Metal layers overlaid:
Only two layers are drawn.
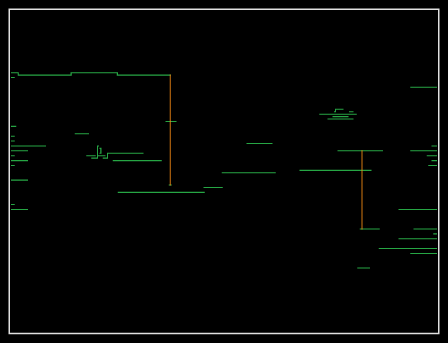
Routing congestion:
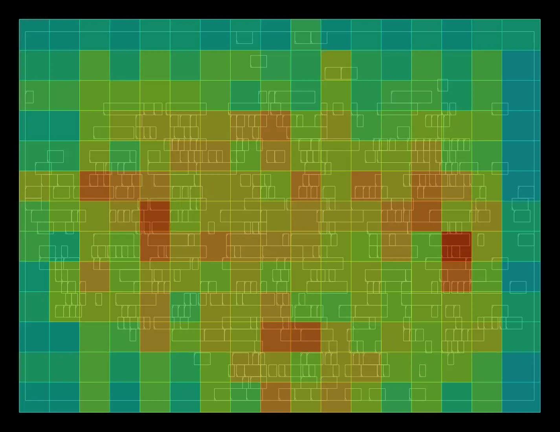
Logic cells by family:
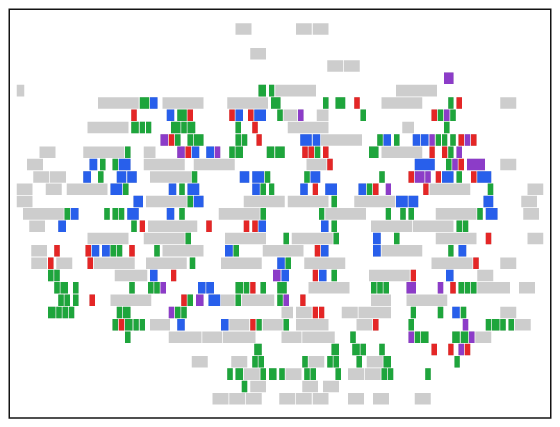
Cell sizes after repair:
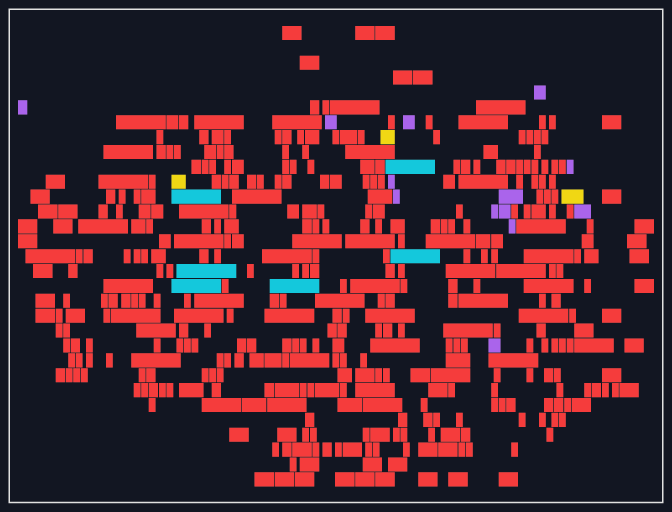
Register map, names as in the netlist:
Bar = 20 um. Other sequential cells in the stronger gray, the rest of the logic in the fainter gray.
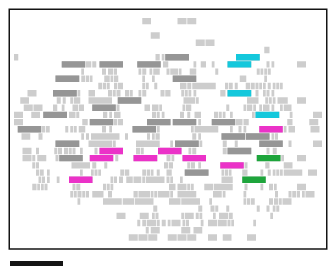
File: config.mk
export PLATFORM = sky130hd
export DESIGN_NAME = rc4_key_schedule_flat
export DESIGN_NICKNAME = d
export VERILOG_FILES = /design/src/rtl/rc4_key_schedule_if.sv /design/src/rtl/rc4_key_schedule.sv /design/src/flat_wrapper.sv
export SDC_FILE = /design/constraint.sdc
export NUM_CORES = 1
export LEC_CHECK = 0
export ABC_AREA = 1
export CAP_MARGIN = 10
export CELL_PAD_IN_SITES_DETAIL_PLACEMENT = 0
export CELL_PAD_IN_SITES_GLOBAL_PLACEMENT = 1
export CORE_ASPECT_RATIO = 0.75
export CORE_MARGIN = 1
export CORE_UTILIZATION = 25
export DETAILED_ROUTE_END_ITERATION = 12
export PLACE_DENSITY = 0.68
export SKIP_LAST_GASP = 1
export SLEW_MARGIN = 20
export SYNTH_ARGS = -nofsm -noshare
export SYNTH_HDL_FRONTEND = slang
export SYNTH_SLANG_ARGS = --single-unit
File: constraint.sdc
create_clock -name clk -period 3.7 [get_ports clk]
set_clock_uncertainty 0.15 [all_clocks]
set_input_delay 0.37 -clock clk [delete_from_list [all_inputs] [get_ports clk]]
set_output_delay 0.37 -clock clk [all_outputs]
set_load 0.005 [all_outputs]
File: src/rtl/rc4_key_schedule_if.sv
// Bus between the RC4 key scheduler and the rest of the pipeline: control, key,
// and the single read/write port onto the shared S working memory.
interface rc4_key_schedule_if #(
    parameter int KEY_BYTES  = 3,
    parameter int DATA_WIDTH = 8
);
    logic                    start;
    logic [8*KEY_BYTES-1:0]  secret_key;
    logic [DATA_WIDTH-1:0]   mem_address;
    logic [DATA_WIDTH-1:0]   mem_wrdata;
    logic                    mem_wren;
    logic [DATA_WIDTH-1:0]   mem_rddata;
    logic                    busy;
    logic                    done;

    modport master (
        input  start, secret_key, mem_rddata,
        output mem_address, mem_wrdata, mem_wren, busy, done
    );

    modport slave (
        output start, secret_key, mem_rddata,
        input  mem_address, mem_wrdata, mem_wren, busy, done
    );
endinterface

File: src/rtl/rc4_key_schedule.sv
// RC4 key-scheduling engine: writes the identity permutation into S, then runs
// the key-driven swap loop through one synchronous-read memory port.
module rc4_key_schedule #(
    parameter int KEY_BYTES  = 3,
    parameter int S_DEP      = 256,
    parameter int DATA_WIDTH = 8
) (
    input  logic               clk,
    input  logic               reset,
    rc4_key_schedule_if.master bus
);
    localparam int KW = (KEY_BYTES > 1) ? $clog2(KEY_BYTES) : 1;
    localparam logic [DATA_WIDTH-1:0] LAST_I = DATA_WIDTH'(S_DEP - 1);
    localparam logic [KW-1:0]         LAST_K = KW'(KEY_BYTES - 1);

    typedef enum logic [3:0] {
        IDLE   = 4'd0,
        INIT   = 4'd1,
        RD_I   = 4'd2,
        WAIT_I = 4'd3,
        CAP_I  = 4'd4,
        RD_J   = 4'd5,
        WAIT_J = 4'd6,
        CAP_J  = 4'd7,
        WR_J   = 4'd8,
        WR_I   = 4'd9,
        DONE   = 4'd10
    } state_t;

    state_t                state_q, state_d;
    logic [DATA_WIDTH-1:0] i_q, i_d;
    logic [DATA_WIDTH-1:0] j_q, j_d;
    logic [DATA_WIDTH-1:0] si_q, si_d;
    logic [DATA_WIDTH-1:0] sj_q, sj_d;
    logic [KW-1:0]         k_q, k_d;

    logic [DATA_WIDTH-1:0] mem_address;
    logic [DATA_WIDTH-1:0] mem_wrdata;
    logic                  mem_wren;
    logic                  busy;
    logic                  done;

    // Byte 0 of the key sits in the most significant byte lane.
    logic [7:0] key_bytes [KEY_BYTES];
    for (genvar gi = 0; gi < KEY_BYTES; gi++) begin : g_key
        assign key_bytes[gi] = bus.secret_key[8*(KEY_BYTES-1-gi) +: 8];
    end

    always_ff @(posedge clk or negedge reset) begin
        if (!reset) begin
            state_q <= IDLE;
            i_q     <= '0;
            j_q     <= '0;
            si_q    <= '0;
            sj_q    <= '0;
            k_q     <= '0;
        end else begin
            state_q <= state_d;
            i_q     <= i_d;
            j_q     <= j_d;
            si_q    <= si_d;
            sj_q    <= sj_d;
            k_q     <= k_d;
        end
    end

    always_comb begin
        state_d     = state_q;
        i_d         = i_q;
        j_d         = j_q;
        si_d        = si_q;
        sj_d        = sj_q;
        k_d         = k_q;
        mem_address = '0;
        mem_wrdata  = '0;
        mem_wren    = 1'b0;
        busy        = 1'b0;
        done        = 1'b0;

        case (state_q)
            IDLE: begin
                if (bus.start) begin
                    state_d = INIT;
                    i_d     = '0;
                end
            end
            INIT: begin
                busy        = 1'b1;
                mem_address = i_q;
                mem_wrdata  = i_q;
                mem_wren    = 1'b1;
                i_d         = i_q + DATA_WIDTH'(1);
                if (i_q == LAST_I) begin
                    state_d = RD_I;
                    j_d     = '0;
                    k_d     = '0;
                end
            end
            RD_I: begin
                busy        = 1'b1;
                mem_address = i_q;
                state_d     = WAIT_I;
            end
            WAIT_I: begin
                busy        = 1'b1;
                mem_address = i_q;
                state_d     = CAP_I;
            end
            // Read data is taken two edges after the address first appears,
            // so a RAM with a registered output still delivers in time.
            CAP_I: begin
                busy        = 1'b1;
                mem_address = i_q;
                si_d        = bus.mem_rddata;
                j_d         = j_q + bus.mem_rddata + DATA_WIDTH'(key_bytes[k_q]);
                state_d     = RD_J;
            end
            RD_J: begin
                busy        = 1'b1;
                mem_address = j_q;
                state_d     = WAIT_J;
            end
            WAIT_J: begin
                busy        = 1'b1;
                mem_address = j_q;
                state_d     = CAP_J;
            end
            CAP_J: begin
                busy        = 1'b1;
                mem_address = j_q;
                sj_d        = bus.mem_rddata;
                state_d     = WR_J;
            end
            WR_J: begin
                busy        = 1'b1;
                mem_address = j_q;
                mem_wrdata  = si_q;
                mem_wren    = 1'b1;
                state_d     = WR_I;
            end
            // When i == j both writes carry the same value, leaving S intact.
            WR_I: begin
                busy        = 1'b1;
                mem_address = i_q;
                mem_wrdata  = sj_q;
                mem_wren    = 1'b1;
                i_d         = i_q + DATA_WIDTH'(1);
                k_d         = (k_q == LAST_K) ? '0 : k_q + KW'(1);
                state_d     = (i_q == LAST_I) ? DONE : RD_I;
            end
            DONE: begin
                done = 1'b1;
                if (bus.start) begin
                    state_d = INIT;
                    i_d     = '0;
                end
            end
            default: begin
                state_d = IDLE;
            end
        endcase
    end

    assign bus.mem_address = mem_address;
    assign bus.mem_wrdata  = mem_wrdata;
    assign bus.mem_wren    = mem_wren;
    assign bus.busy        = busy;
    assign bus.done        = done;
endmodule
File: src/flat_wrapper.sv
// flat-port wrapper written by rule: the top's interface ports become plain ports
module rc4_key_schedule_flat 
#(
    parameter int KEY_BYTES  = 3,
    parameter int S_DEP      = 256,
    parameter int DATA_WIDTH = 8
)
  (clk, reset, bus_start, bus_secret_key, bus_mem_rddata, bus_mem_address, bus_mem_wrdata, bus_mem_wren, bus_busy, bus_done);
  rc4_key_schedule_if #(.KEY_BYTES(KEY_BYTES), .DATA_WIDTH(DATA_WIDTH)) bus_i ();
  input  logic clk;
  input  logic reset;
  input wire logic [$bits(bus_i.start)-1:0] bus_start;
  input wire logic [$bits(bus_i.secret_key)-1:0] bus_secret_key;
  input wire logic [$bits(bus_i.mem_rddata)-1:0] bus_mem_rddata;
  output wire logic [$bits(bus_i.mem_address)-1:0] bus_mem_address;
  output wire logic [$bits(bus_i.mem_wrdata)-1:0] bus_mem_wrdata;
  output wire logic [$bits(bus_i.mem_wren)-1:0] bus_mem_wren;
  output wire logic [$bits(bus_i.busy)-1:0] bus_busy;
  output wire logic [$bits(bus_i.done)-1:0] bus_done;
  assign bus_i.start = bus_start;
  assign bus_i.secret_key = bus_secret_key;
  assign bus_i.mem_rddata = bus_mem_rddata;
  assign bus_mem_address = bus_i.mem_address;
  assign bus_mem_wrdata = bus_i.mem_wrdata;
  assign bus_mem_wren = bus_i.mem_wren;
  assign bus_busy = bus_i.busy;
  assign bus_done = bus_i.done;
  rc4_key_schedule #(.KEY_BYTES(KEY_BYTES), .S_DEP(S_DEP), .DATA_WIDTH(DATA_WIDTH)) u_core (.clk(clk), .reset(reset), .bus(bus_i));
endmodule
==> flow_metrics.env <==
# implementation run metrics
export IMPL_cts_hold_buf=0
export IMPL_yosys_warnings=0
export IMPL_crit_arrival_ns=2.40
export IMPL_route_met3_wl_um=311
export IMPL_status="finished clean"
export IMPL_finalPower_mw=1.538
export IMPL_dieWidth_um=119.2
export IMPL_rrSetupSlack_ns=0.82
export IMPL_numCtsBuffers=5
export IMPL_drive_above_1_share_pct=5.301
export IMPL_ys_seq_share_pct=36.95
export IMPL_worstMarginPinSlew_ns=0.8760
export IMPL_port_buffer_count=53
export IMPL_final_cell_mix="nand2_1, clkdlybuf4s50_1, inv_1"
export IMPL_fp_nets=409
export IMPL_hold_violations=0
export IMPL_top_layer_used="met4"
export IMPL_wl_met1_mm=4.071
export IMPL_postLayoutCellArea_mm2=0.003400
export IMPL_wl_met2_mm=3.078
export IMPL_syn_avg_cell_area_um2=7.169
export IMPL_leakagePower_nw=1.627
export IMPL_dp_final_hpwl_mm=6.056
export IMPL_placed_cells=539
export IMPL_fillerInstances=1023
export IMPL_cts_max_path_buffers=2
export IMPL_lay_top_count="nand2_1"
export IMPL_ys_cells=359
-- 'metal layers overlaid' (at the start) --
[green] metal 3 | wire length: 311 um
[orange] metal 4 | wire length: 52.4 um
routed vias: 2,510
gr usage total: 14.95%
final WL: 7.513 mm
WL/cell: 13.73 um

-- 'routing congestion' (at the start) --
post-route core utilization: 34.64%
M3 GR Usage: 2.602%
met1 usage: 22.81%
met2 usage: 21.41%

-- 'logic cells by family' (at the start) --
[green] nand cells | cells: 159 | most used: nand2_1
[purple] nor cells | cells: 25 | most used: nor2_1
[red] inv cells | cells: 54 | most used: inv_1
[blue] aoi and oai cells | cells: 59 | most used: o21ai_0
logic share of the area: 40.74%
final non-filler cell total: 547

-- 'cell sizes after repair' (at the start) --
[cyan] _6 and larger | cells: 6 | most used: clkbuf_16
[yellow] _3 and _4 cells | cells: 3 | most used: clkinvlp_4
[red] _0 and _1 cells | cells: 393 | most used: nand2_1
[purple] _2 cells | cells: 13 | most used: inv_2
Non-clock buffers: 53
Area Growth Syn to Fin: 32.09%

-- 'register map, names as in the netlist' (at the start) --
[magenta] u_core.j_q | placed flops: 8
[green] u_core.k_q | placed flops: 2
[cyan] u_core.state_q | placed flops: 4
sequential share of cell area: 27.97%
P_seq: 0.527 mW
storage element area: 950.9 um^2

metrics by stage:
step | setup slack [ns] | utilization [%] | hold WS, ns
2_1_floorplan | 1.179 | - | -0.07559
3_3_place_gp | 0.8165 | 32.91 | 0.3210
3_5_place_dp | 0.7728 | 32.91 | 0.3265
4_1_cts | 0.7972 | 34.64 | 0.09680
5_1_grt | 0.5810 | 34.64 | 0.1226
6_report | 0.7750 | 34.64 | 0.05725
worst max-delay path by stage:
stage	start	endpoint	slack, ns	cells after the start
after floorplan	u_core.k_q[0]	u_core.j_q[7]	1.18	14
after global placement	bus_secret_key[17]	u_core.j_q[7]	0.82	13
after detailed placement	bus_secret_key[9]	u_core.j_q[7]	0.77	13
after CTS	u_core.state_q[1]	bus_mem_address[4]	0.80	6
after global routing	u_core.k_q[0]	u_core.j_q[7]	0.58	12
final	u_core.state_q[1]	bus_mem_address[4]	0.78	6
logic make-up after synthesis:
kind of cell / count (synthesis) / share of synthesized area [%]
AOI/OAI and AO/OA: 61 / 14.05
xor gates and xnor gates: 2 / 0.6807
DFF: 38 / 36.95
buffers and inverters: 59 / 9.237
adders and majority gates: 15 / 9.625
and+or+nand+nor: 184 / 29.46
registers in the layout (all words and copies together) (netlist names):
signal,flops
u_core.state_q,4
u_core.sj_q,8
u_core.j_q,8
u_core.i_q,8
u_core.k_q,2
u_core.si_q,8
cells in the mapped netlist:
library cell / n / area [um^2]
o21a_1: 1 / 7.510
nand3_1: 20 / 100.1
inv_2: 5 / 18.77
nor3_1: 4 / 20.02
a21oi_2: 1 / 8.760
inv_1: 49 / 183.9
buf_2: 1 / 5.000
ha_1: 7 / 87.58
o21ai_0: 31 / 155.2
nor2_4: 1 / 11.26
fa_1: 8 / 160.2
xor2_1: 2 / 17.52
nor2_2: 3 / 18.77
dfrtp_1: 38 / 950.9
nand2_2: 2 / 12.51
nor2_1: 17 / 63.81
buf_6: 2 / 22.52
nand4_1: 7 / 43.79
o211ai_1: 9 / 67.56
o22ai_1: 8 / 50.05
o31ai_1: 2 / 15.01
a211oi_2: 1 / 12.51
a21o_1: 1 / 7.510
nand2_1: 130 / 488.0
o21bai_1: 1 / 7.510
a21oi_1: 6 / 30.03
clkbuf_1: 2 / 7.510
metal layers:
metal | GRT usage, % | vias up
met5 | 0 | -
met2 | 21.41 | 71
met3 | 2.602 | 4
li1 | - | 1268
met4 | 3.797 | 0
met1 | 22.81 | 1167
layout make-up:
class	count	area, um^2	area share, %
inverters	54	202.7	5.962
flip-flops and latches	38	950.9	27.97
repair buffers	53	525.5	15.46
clock buffers	5	125.1	3.681
multi-input cells	262	1385	40.74
clock inverters	3	45.04	1.325
well taps	132	165.2	4.858
where the power goes:
group	total [mW]	switching, mW	internal [mW]	leakage [nW]
combinational	0.520	0.296	0.224	1.10
sequential	0.527	0.0576	0.469	0.454
clock	0.492	0.174	0.318	0.0760
critical path, stage by stage (launching register included):
cell             delay [ns]
dfrtp_1                0.45
inv_1                  0.08
nand2_1                0.12
nor2_2                 0.09
a211oi_2               0.64
o22ai_1                0.24
clkdlybuf4s50_1        0.50
No activity file was given, so power comes from the tool's default toggle rates.
